Figure 1. A small window of the routed layout (run 1).
Region (39, 16) to (79, 56) um. Cells in grey, sequential cells in the stronger grey; small squares are vias.
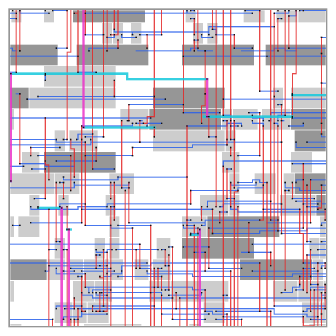
Figure 2. Clock network drawn from the DEF (run 1).
Scale bar: 20 um.
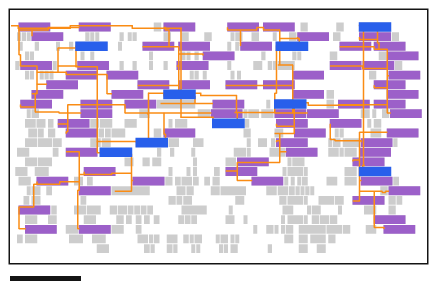
Figure 3. Routed metal per tile (run 1).
Scale bar: 20 um. The die is cut into 24 by 14 equal tiles; white is low, dark blue is high, scaled to the fullest tile. Values are wire area over tile area, all layers added.
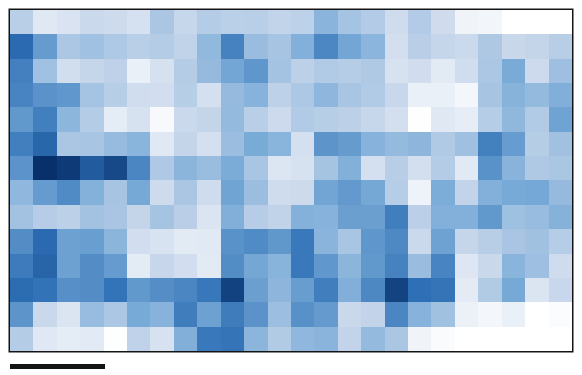
==> config.mk <==
export PLATFORM = sky130hd
export DESIGN_NAME = weight_access_arbiter
export DESIGN_NICKNAME = d
export VERILOG_FILES = /design/src/rtl/weight_mem_pkg.sv /design/src/rtl/weight_access_arbiter_rr_arbiter.sv /design/src/rtl/weight_access_arbiter.sv
export SDC_FILE = /design/constraint.sdc
export NUM_CORES = 1
export LEC_CHECK = 0
export CAP_MARGIN = 20
export CORE_ASPECT_RATIO = 0.6
export CORE_UTILIZATION = 43
export DETAILED_ROUTE_END_ITERATION = 8
export DONT_BUFFER_PORTS = 1
export GPL_TIMING_DRIVEN = 1
export PLACE_DENSITY = 0.55
export SYNTH_ARGS = -nofsm -noshare
export SYNTH_HDL_FRONTEND = slang
export SYNTH_SLANG_ARGS = --single-unit
==> constraint.sdc <==
create_clock -name clk -period 4.65 [get_ports clk]
set_clock_uncertainty 0.05 [all_clocks]
set_input_delay 0.93 -clock clk [delete_from_list [all_inputs] [get_ports clk]]
set_output_delay 0.93 -clock clk [all_outputs]
set_load 0.05 [all_outputs]
==> results.txt <==
Status on the layout run. From synthesis to final layout, the design area changed by 13.73%. After floorplanning, the core was sized to cover about 7500 sq um. Timing analysis after detailed placement gives a worst setup slack of slightly below 0.5 ns. Static timing analysis puts the maximum clock frequency at 240.0 MHz. Final-report hold violation count landed at 0. The cell count after synthesis came out at around 340. Total via count after detailed routing landed at about 2600.

In this run, distinct cell masters in the synthesized netlist total roughly 46. For this run, asynchronously set or reset flops after synthesis account for 100.0%. The library cell used most frequently in the layout, excluding fill and tap cells, is sky130_fd_sc_hd__nand2_1.

For reference, XOR and XNOR gates occupy 0.5071% of the area reported after synthesis. Pins over their slew limit in the final report were tallied at 0. The number of antenna violations at the first check in global routing was 0.

Pin count of the biggest net entering global routing landed at around 80. The number of placed instances, taps included, is around 440. Row count landed at 24. In the final design database the tool counted just under 500 nets. Ratio of final minimum period to clock period landed at 89.60%.

Transition time at the pin with the least slew margin landed at 0.9816 ns. After layout, the worst setup slack is slightly below 0.5 ns. Final total negative setup slack landed at 0 ns.

The required time at the worst endpoint is listed as 3.67 ns. Final instance count without filler cells landed at about 460. The power report puts the leakage power at ~2.0 nW. After clock tree synthesis, the clock-pin slew on the worst setup and hold paths is 0.06 ns.

For flop-to-flop paths, the worst setup slack is approximately 1.1 ns. Number of routed nets with antenna violations landed at 0. Number of enable flip-flop cells landed at 0. Hold is met by ~0.24 ns. Warning total across the stage logs landed at 30. CTS H-tree depth landed at 3. In this run the clock root is driven by a sky130_fd_sc_hd__clkbuf_16. Clock sink count landed at ~73.

Power after layout landed at 2.162 mW. Detailed-router iteration count before antenna repair landed at 4. In the synthesis report, Yosys lists the chip area as between 3000 and 4000 sq um. The via count of the first global-routing pass came to 2604.

For this run, the script counts the antenna cells in the layout as 0. For this run, design rule violations remaining after detail routing come to 0. The flow ran to the end, and the final reports show no timing, DRC or antenna violations. Total setup violations reported at the end of the flow landed at 0.

After legalization and detailed placement, the total HPWL measured 7137 um. Per the CTS log, the buffer count on the longest clock path is 2. For this configuration, the core starts out at a cell density of approximately 46%. In this run the worst hold path is classified as input pin to async pin. After floorplanning, the die was sized to cover about 8400 sq um. Cell count listed in synth_stat.txt landed at 342. The detailed router finished its first iteration with around 120 violations. Aggregate global routing overflow landed at 0. The most common logic cells in the final layout are sky130_fd_sc_hd__nand2_1 (87), sky130_fd_sc_hd__dfrtp_1 (73), sky130_fd_sc_hd__and2_1 (22), sky130_fd_sc_hd__o21ai_0 (15), sky130_fd_sc_hd__mux2i_1 (13). For the finished layout, the period the worst path requires is 4.166 ns. Summing the areas of all and, or, nand and nor instances in the mapped netlist gives a little under a quarter of the synthesized area. Buffers placed on the I/O ports in this run total 0. The CTS report gives the tree buffer count as 9. Using the TritonRoute via totals, the vias-per-cell ratio works out to roughly 5.7. Adder-cell share of the synthesized area landed at roughly 2.2%.

The number of nets handed over by synthesis was around 470. The synthesis report lists the Yosys warning total as 0. Among all flip-flop cells after synthesis, the most frequent one is sky130_fd_sc_hd__dfrtp_1. Looking at the setup timing report, the critical path kind is input pin to output pin. The worst setup path is captured at an output pin. The report lists the number of cells resized after CTS as 0. Headroom to the max-slew limit came out at between 30% and 40%. The worst setup path is launched from an input pin.

Placed instance area landed at 3600 sq um. Cell area power density landed at 550.4 nW/um^2. In this run the post-CTS setup repair buffer count came out at 0. Looking at the global route congestion table, the highest-usage layer is met2. Summed instance area of the synthesized netlist landed at ~3500 sq um. Top fanout value on the critical path landed at 21. Compound-gate portion of the synthesized area landed at about 12%. Boundary pin count landed at between 150 and 200. TritonCTS built the clock tree. The finished cells cover 3929 sq um. Fraction of final layout cells sized beyond drive strength 1 landed at between 10% and 20%. Max-cap violations in this run came to 0. Data arrival time of the critical path landed at 3.19 ns. The register with the most flip-flops in the layout has 17 of them. Among the non-sequential cells, simple AND/OR/NAND/NOR gates take the most area. The share of the Yosys chip area taken by registers is between 50% and 60%. For reference, the post-synthesis area per instance comes to between 10 and 15 sq um. met1 track demand over resource after global routing is a little under a third. Worst-case vdd ir drop landed at 188.5 uV. Horizontal die dimension landed at 117.7 um.

Mean routed wirelength per cell landed at between 20 and 25 um. Routing resource usage on met2 recorded by global route was a little over a third. Yosys reported a register bit count of 73.

Global-route wire length before repair landed at around 15000 um. The placement summary gives the final routability congestion estimate as around 0.84. Yosys reports the multiplexer fraction of the synthesized area as about 5.7%. Logic depth of the worst register-to-register path landed at 10. Once layout is complete, the utilization of the core stands at between 50% and 60%. Count of hold buffers inserted by post-cts repair landed at 0. In the global route stage, met3 resource usage came out at under 10%. Die extent in y landed at between 70 and 80 um. Setup repair after global routing left no endpoint under its margin.
-- Figure 1 (at the start) --
- cyan: M3
- blue: M1
- red: M2
- magenta: M4
- cells with their middle in the window: 77
- most frequent: nand2_1 (21), dfrtp_1 (12)
- sequential cells in the window: 12

-- Figure 2 (at the start) --
- orange: clock wires (length 924 um)
- blue: clock-net drivers (count 9)
- purple: flip-flops (count 73)
- routed clock nets: 10
source-to-sink clock delay at the later pin of the worst-skew pair: 0.33 ns
clock network power consumption: 749 uW
Clock Power Share: 34.6%

-- Figure 3 (at the start) --
- mean over tiles: 0.18
- nearly empty tiles: 3.3%
- tiles over half the peak: 27%
Total GRT Usage: 23.55%
wire length after detailed routing: 9446 um

run 1: critical path, stage by stage:
cell,delay (ns)
sky130_fd_sc_hd__or4b_1,0.56
sky130_fd_sc_hd__or3_1,0.59
sky130_fd_sc_hd__nor2_8,0.38
sky130_fd_sc_hd__inv_1,0.14
sky130_fd_sc_hd__ha_1,0.21
sky130_fd_sc_hd__and2_1,0.17
sky130_fd_sc_hd__buf_4,0.20
run 1: synth_stat cells, drive strengths merged, types with 2 or more instances:
library cell | number | area (sq um)
mux2i | 13 | 130.1
nor2 | 13 | 83.84
mux2 | 6 | 67.56
and3b | 2 | 17.52
nand2 | 87 | 326.6
and3 | 12 | 75.07
a311oi | 7 | 61.31
o21ai | 16 | 80.07
a22oi | 9 | 67.56
inv | 7 | 28.78
dfrtp | 73 | 1827
buf | 7 | 47.55
nor2b | 6 | 37.54
a22o | 2 | 17.52
a21oi | 8 | 40.04
nor3 | 2 | 10.01
nand3 | 10 | 50.05
a221o | 9 | 90.09
a21o | 2 | 15.01
and2 | 22 | 137.6
clkbuf | 7 | 26.28
ha | 6 | 75.07
run 1: layer usage:
| layer | wire length [um] | part of all wire [%] |
|---|---|---|
| met5 | 0 | 0 |
| met4 | 161 | 1.7 |
| met3 | 860 | 9.1 |
| met2 | 4252 | 45 |
| met1 | 4172 | 44 |
run 1: layout make-up:
type / count / area, sq um
clock buffer: 11 / 252.7
sequential: 73 / 1827
clock inverter: 4 / 76.32
inverter: 7 / 28.78
fill: 689 / 3578
tap: 104 / 130.1
timing repair buffer: 11 / 82.58
multi-input combinational: 248 / 1531
run 1: where the power goes:
group	internal, mW	switching, mW
combinational	0.125	0.175
sequential	0.737	0.376
clock	0.496	0.253
total	1.36	0.804
Power and IR drop assume default switching activity.
